<file path="src/rtl/gen_nonlinear_seq_pkg.sv">
// ============================================================================
// Module : gen_nonlinear_seq_pkg
// Brief  : Shared widths, group offsets and FSM state type for the
//          non-linear carry-term sequencer.
// Rev    : 1.0  initial release
// ============================================================================
`default_nettype none

package gen_nonlinear_seq_pkg;

  localparam int NL_W      = 25;
  localparam int NL_G1_OFF = 0;
  localparam int NL_G2_OFF = 3;
  localparam int NL_G3_OFF = 10;
  localparam int NL_G1_W   = 3;
  localparam int NL_G2_W   = 7;
  localparam int NL_G3_W   = 15;

  typedef enum logic [2:0] {
    ST_IDLE = 3'd0,
    ST_G1   = 3'd1,
    ST_G2   = 3'd2,
    ST_G3   = 3'd3,
    ST_DONE = 3'd4
  } state_t;

endpackage

`default_nettype wire

</file>
<file path="src/rtl/gen_nonlinear_seq_if.sv">
// ============================================================================
// Module : gen_nonlinear_seq_if
// Brief  : Operand-in / carry-terms-out handshake bundle.
// Rev    : 1.0  initial release
// ============================================================================
`default_nettype none

interface gen_nonlinear_seq_if;
  import gen_nonlinear_seq_pkg::*;

  logic            in_valid;
  logic            in_ready;
  logic [3:0]      a;
  logic [3:0]      b;
  logic            cin;
  logic            out_valid;
  logic            out_ready;
  logic [NL_W-1:0] n_out;
  logic [3:0]      a_out;
  logic [3:0]      b_out;

  modport master (
    output in_valid, a, b, cin, out_ready,
    input  in_ready, out_valid, n_out, a_out, b_out
  );

  modport slave (
    input  in_valid, a, b, cin, out_ready,
    output in_ready, out_valid, n_out, a_out, b_out
  );

endinterface

`default_nettype wire

</file>
<file path="src/rtl/gen_nonlinear_seq_group.sv">
// ============================================================================
// Module : gen_nl_group
// Brief  : One group of carry product terms: {b_i&prev, a_i&prev, a_i&b_i}.
// Rev    : 1.0  initial release
// ============================================================================
`default_nettype none

module gen_nl_group #(
  parameter int W = 1
) (
  input  logic           a_i,
  input  logic           b_i,
  input  logic [W-1:0]   prev,
  output logic [2*W:0]   grp
);

  assign grp = {({W{b_i}} & prev), ({W{a_i}} & prev), (a_i & b_i)};

endmodule

`default_nettype wire

</file>
<file path="src/rtl/gen_nonlinear_seq.sv">
// ============================================================================
// Module : gen_nonlinear_seq
// Brief  : Builds the 25 non-linear carry terms of a 4-bit add over three
//          registered groups. Define GEN_NL_CARRY_IN_EN to honour cin.
// Rev    : 1.0  initial release
// ============================================================================
`default_nettype none

module gen_nonlinear_seq
  import gen_nonlinear_seq_pkg::*;
(
  input  logic               clk,
  input  logic               rst,
  gen_nonlinear_seq_if.slave bus
);

  state_t          state_q, state_d;
  logic [3:0]      a_q, a_d;
  logic [3:0]      b_q, b_d;
  logic            cin_q, cin_d;
  logic [NL_W-1:0] n_q, n_d;
  logic            in_ready_q, in_ready_d;
  logic            out_valid_q, out_valid_d;

  logic               w_accept;
  logic               w_cin_sel;
  logic [NL_G1_W-1:0] w_g1;
  logic [NL_G2_W-1:0] w_g2;
  logic [NL_G3_W-1:0] w_g3;

`ifdef GEN_NL_CARRY_IN_EN
  assign w_cin_sel = bus.cin;
`else
  logic w_unused_cin;
  assign w_unused_cin = bus.cin;
  assign w_cin_sel    = 1'b0;
`endif

  assign w_accept = bus.in_valid & in_ready_q;

  // Each group reads only registered terms of the group before it.
  gen_nl_group #(.W(1)) u_g1 (
    .a_i (a_q[0]),
    .b_i (b_q[0]),
    .prev(cin_q),
    .grp (w_g1)
  );

  gen_nl_group #(.W(NL_G1_W)) u_g2 (
    .a_i (a_q[1]),
    .b_i (b_q[1]),
    .prev(n_q[NL_G1_OFF +: NL_G1_W]),
    .grp (w_g2)
  );

  gen_nl_group #(.W(NL_G2_W)) u_g3 (
    .a_i (a_q[2]),
    .b_i (b_q[2]),
    .prev(n_q[NL_G2_OFF +: NL_G2_W]),
    .grp (w_g3)
  );

  always_comb begin
    state_d = state_q;
    a_d     = a_q;
    b_d     = b_q;
    cin_d   = cin_q;
    n_d     = n_q;
    case (state_q)
      ST_IDLE: begin
        if (w_accept) begin
          a_d     = bus.a;
          b_d     = bus.b;
          cin_d   = w_cin_sel;
          n_d     = '0;
          state_d = ST_G1;
        end
      end
      ST_G1: begin
        n_d[NL_G1_OFF +: NL_G1_W] = w_g1;
        state_d                   = ST_G2;
      end
      ST_G2: begin
        n_d[NL_G2_OFF +: NL_G2_W] = w_g2;
        state_d                   = ST_G3;
      end
      ST_G3: begin
        n_d[NL_G3_OFF +: NL_G3_W] = w_g3;
        state_d                   = ST_DONE;
      end
      ST_DONE: begin
        if (bus.out_ready) begin
          state_d = ST_IDLE;
        end
      end
      default: state_d = ST_IDLE;
    endcase
    // Handshake flags are registered from the next state.
    in_ready_d  = (state_d == ST_IDLE);
    out_valid_d = (state_d == ST_DONE);
  end

  always_ff @(posedge clk) begin
    if (rst) begin
      state_q     <= ST_IDLE;
      a_q         <= '0;
      b_q         <= '0;
      cin_q       <= 1'b0;
      n_q         <= '0;
      in_ready_q  <= 1'b1;
      out_valid_q <= 1'b0;
    end else begin
      state_q     <= state_d;
      a_q         <= a_d;
      b_q         <= b_d;
      cin_q       <= cin_d;
      n_q         <= n_d;
      in_ready_q  <= in_ready_d;
      out_valid_q <= out_valid_d;
    end
  end

  assign bus.in_ready  = in_ready_q;
  assign bus.out_valid = out_valid_q;
  assign bus.n_out     = n_q;
  assign bus.a_out     = a_q;
  assign bus.b_out     = b_q;

endmodule

`default_nettype wire

</file>
<file path="src/flat_wrapper.sv">
// flat-port wrapper written by rule: the top's interface ports become plain ports
module gen_nonlinear_seq_flat import gen_nonlinear_seq_pkg::*;
  (clk, rst, bus_in_valid, bus_a, bus_b, bus_cin, bus_out_ready, bus_in_ready, bus_out_valid, bus_n_out, bus_a_out, bus_b_out);
  gen_nonlinear_seq_if bus_i ();
  input  logic clk;
  input  logic rst;
  input wire logic [$bits(bus_i.in_valid)-1:0] bus_in_valid;
  input wire logic [$bits(bus_i.a)-1:0] bus_a;
  input wire logic [$bits(bus_i.b)-1:0] bus_b;
  input wire logic [$bits(bus_i.cin)-1:0] bus_cin;
  input wire logic [$bits(bus_i.out_ready)-1:0] bus_out_ready;
  output wire logic [$bits(bus_i.in_ready)-1:0] bus_in_ready;
  output wire logic [$bits(bus_i.out_valid)-1:0] bus_out_valid;
  output wire logic [$bits(bus_i.n_out)-1:0] bus_n_out;
  output wire logic [$bits(bus_i.a_out)-1:0] bus_a_out;
  output wire logic [$bits(bus_i.b_out)-1:0] bus_b_out;
  assign bus_i.in_valid = bus_in_valid;
  assign bus_i.a = bus_a;
  assign bus_i.b = bus_b;
  assign bus_i.cin = bus_cin;
  assign bus_i.out_ready = bus_out_ready;
  assign bus_in_ready = bus_i.in_ready;
  assign bus_out_valid = bus_i.out_valid;
  assign bus_n_out = bus_i.n_out;
  assign bus_a_out = bus_i.a_out;
  assign bus_b_out = bus_i.b_out;
  gen_nonlinear_seq u_core (.clk(clk), .rst(rst), .bus(bus_i));
endmodule
</file>
<file path="config.mk">
export PLATFORM = sky130hd
export DESIGN_NAME = gen_nonlinear_seq_flat
export DESIGN_NICKNAME = d
export VERILOG_FILES = /design/src/rtl/gen_nonlinear_seq_pkg.sv /design/src/rtl/gen_nonlinear_seq_if.sv /design/src/rtl/gen_nonlinear_seq_group.sv /design/src/rtl/gen_nonlinear_seq.sv /design/src/flat_wrapper.sv
export SDC_FILE = /design/constraint.sdc
export NUM_CORES = 1
export LEC_CHECK = 0
export CAP_MARGIN = 20
export CORE_MARGIN = 4
export CORE_UTILIZATION = 48
export CTS_CLUSTER_DIAMETER = 30
export DETAILED_ROUTE_END_ITERATION = 10
export PLACE_DENSITY = 0.84
export SETUP_SLACK_MARGIN = 0.15
export SLEW_MARGIN = 40
export SYNTH_ARGS = -nofsm -noshare
export SYNTH_HDL_FRONTEND = slang
export SYNTH_HIERARCHICAL = 1
export SYNTH_SLANG_ARGS = --single-unit
export TNS_END_PERCENT = 20
</file>
<file path="constraint.sdc">
create_clock -name clk -period 1.6 [get_ports clk]
set_input_delay 0.32 -clock clk [delete_from_list [all_inputs] [get_ports clk]]
set_output_delay 0.32 -clock clk [all_outputs]
set_load 0.03 [all_outputs]
</file>
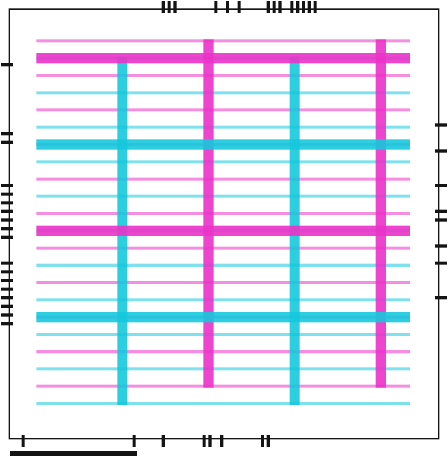
Figure 1: supply network.
The bar under the picture is 20 µm long. Pins as bars on the die edge.
colour	net
cyan	VSS
magenta	VDD
rows	21
signal pins	48

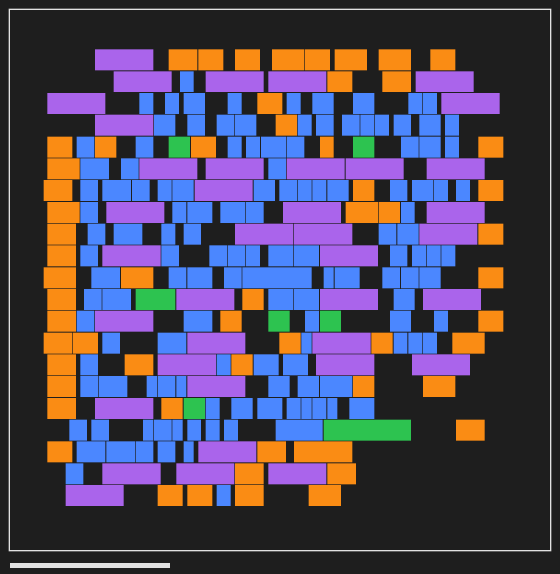
Figure 2: placed cells, one colour a class.
The bar under the picture is 20 µm long.
colour	class	cells
green	clock drivers and dummy loads	7
blue	all other logic	133
orange	other buffers and delay cells	58
purple	flops	38

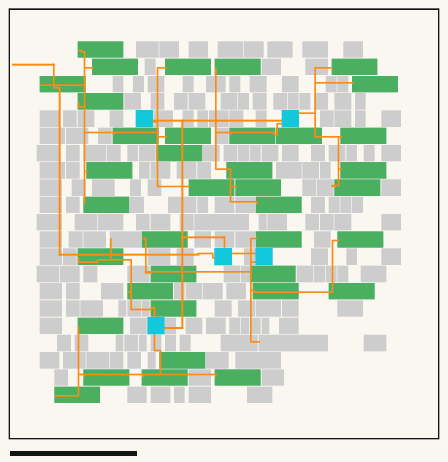
Figure 3: clock network drawn from the DEF.
The bar under the picture is 20 µm long.
[green] flip-flops | count: 38
[orange] clock wires | length: 433 µm
[cyan] cells driving clock nets | count: 5
routed clock nets	6
flops lie	spread over the die

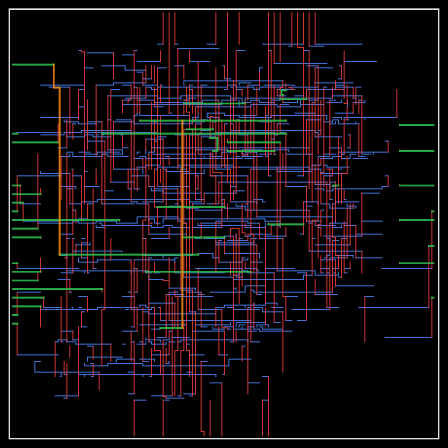
Figure 4: routed metal, one colour a layer.
colour	layer	wire length
orange	met4	63.5 µm
blue	met1	1710 µm
red	met2	2010 µm
green	met3	265 µm

==> results.yml <==
# implementation run metrics
clock_tree:
  post_cts_buffers: 0
  cts-resized-gates: 63
  h-tree-depth: 2
  cts.sinks: 38
  cts.path.max_buffers: 2
  cts-root-buf: "clkbuf_4"
  cts_tree: "done"
  insertion_delay_ns: 0.34
  hold_buffers: 0
  clk_pin_slew_ns: 0.11
timing:
  postLayoutSetupSlackWorst_ns: 0.166
  drv_slew: 0
  finalClockPeriodUsage: 0.897
  worstMarginPinSlew_ns: 0.522
  timing.hold.ws_ns: 0.480
  hold_viol: 0
  max_freq_mhz: 697
  grt_setup_unrepaired: "true"
  final.setup.tns_ns: 0
  skew_ns: 0.00742
  finalSetupViolations: 0
  slew_headroom: 0.651
  fin_crit_ns: 1.43
flow_run:
  cap_violations: 0
  tool_warnings: 28
yosys:
  flop_cell: "dfxtp_1"
  synthDistinctLibCells: 28
  top_cell_area_share: 0.449
  simple_gate_area_frac: 0.264
  ys.flops: 38
  yosys-stat-cells: 182
  ys_seq_share: 0.449
  synthTopCellsByCount: "38 x dfxtp_1, 25 x and2_1, 21 x a21oi_1"
  ys_top_logic_family: "simple AND/OR/NAND/NOR gates"
  yosysWarningCount: 6
  synthMuxAreaShare: 0.0472
  yosys.area_share.aoi: 0.194
  ys_async_sr_fraction: 0
  synthXorXnorAreaFrac: 0.00517
  avgSynthCellArea_um2: 9.32
  top_cell: "dfxtp_1"
  edf_count: 0
  yosysTopAreaCell: "dfxtp_1"
  ys_area_mm2: 0.00170
  synthAdderAreaFrac: 0
  syn_inst: 182
pwr:
  powerSeq_mw: 1.03
  combPwrFrac: 0.187
  pwr_density_cell_mw_per_mm2: 891
  powerComb_mw: 0.390
  p_int_mw: 1.52
  seqPwrFrac: 0.493
  p_leak_nw: 0.922
  maxPowerGroup: "registers"
  p_clk_mw: 0.666
  finalPower_mw: 2.08
  power_frac_clock: 0.320
  swShare: 0.270
  p_sw_mw: 0.562
  ir_drop_uv: 547
routing:
  first_pass_iters: 5
  route.met3.wl_um: 264
  wl_per_cell_um: 14.4
  drc: 0
  dr.first_iter.drc_count: 145
  finalWirelength_um: 4050
  viasPerCell: 5.35
  top_layer_used: "met4"
  vias: 1509
  ant_nets: 0
  wl_met2_um: 2010
  met1_length_um: 1710
critical_path:
  arrival_ns: 1.11
  crit_buf_inv: 1
  ff2ff_path_depth: 4
  crit_chain: "dlygate4sd2_1"
  critical_path_required_ns: 1.28
  rrSetupSlack_ns: 0.19
  slowest_delay_ns: 0.41
  cp_max_fo: 3
  startpoint: "u_core/bus.n_out[21]$_SDFFE_PP0P_"
  critPathKind: "flop to output pin"
  reg2reg_to: "u_core/bus.n_out[20]$_SDFFE_PP0P_"
  critPathCapture: "bus_n_out[21]"
  critPathLaunchType: "flop"
  cp.depth: 1
  slowest_stage: "dlygate4sd2_1"
grt:
  grt_max_degree: 26
  met1_usage: 0.241
  met2_usage: 0.337
  grt.busiest_layer: "met2"
  met3_usage: 0.0582
  grt_first_pass_wirelength_um: 6800
  antenna_found_initial: 0
  track_usage: 0.199
  grt-ovfl-total: 0
  grt_pass1_vias: 1483
min_path:
  worstHoldEndpoint: "u_core/bus.a_out[3]$_SDFFE_PP0P_"
  worstHoldStart: "u_core/bus.a_out[3]$_SDFFE_PP0P_"
  hold_path_depth: 2
  min_path_type: "flop to flop"
cells_and_area:
  clockNetworkAreaShare: 0.0348
  lay_top_count: "dfxtp_1"
  largest_cell_class: "combinational gates"
  clkbuf_count: 6
  buf_share: 0.236
  layout-drive-gt1-share: 0.157
  final_cell_count_no_fill: 282
  seq_cell_count: 38
  final_cell_mix: "38 x dfxtp_1, 25 x and2_1, 20 x a21oi_1, 17 x dlygate4sd2_1, 16 x nand2b_1"
  area_delta_synth_final_pct: 37.8
  final-comb-area_um2: 886
  nFillCells: 301
  seqCellArea_um2: 761
  comb_area_share: 0.379
  buffers: 58
  inv_count: 0
  final_nets: 249
  largest_reg_flops: 25
  diodes: 0
  utilization: 0.695
  stdcell_area_mm2: 0.00234
  seq_share: 0.326
placement:
  pre_cts_ws_ns: -0.136
  gp_congestion: 0.831
  numPortBuffers: 46
  hpwl_um: 2840
  dp.cells: 275
  place_area_mm2: 0.00225
floorplanning:
  nWellTaps: 46
  dieWidth_um: 67.4
  dieArea_mm2: 0.00455
  fp-utilization: 0.504
  fp-row-count: 21
  ioPinCount: 48
  core-area_mm2: 0.00336
  dieHeight_um: 67.4
outcome:
  status: "complete, no violations"
Power figures rest on the tool's default switching activity, not on a simulated workload.
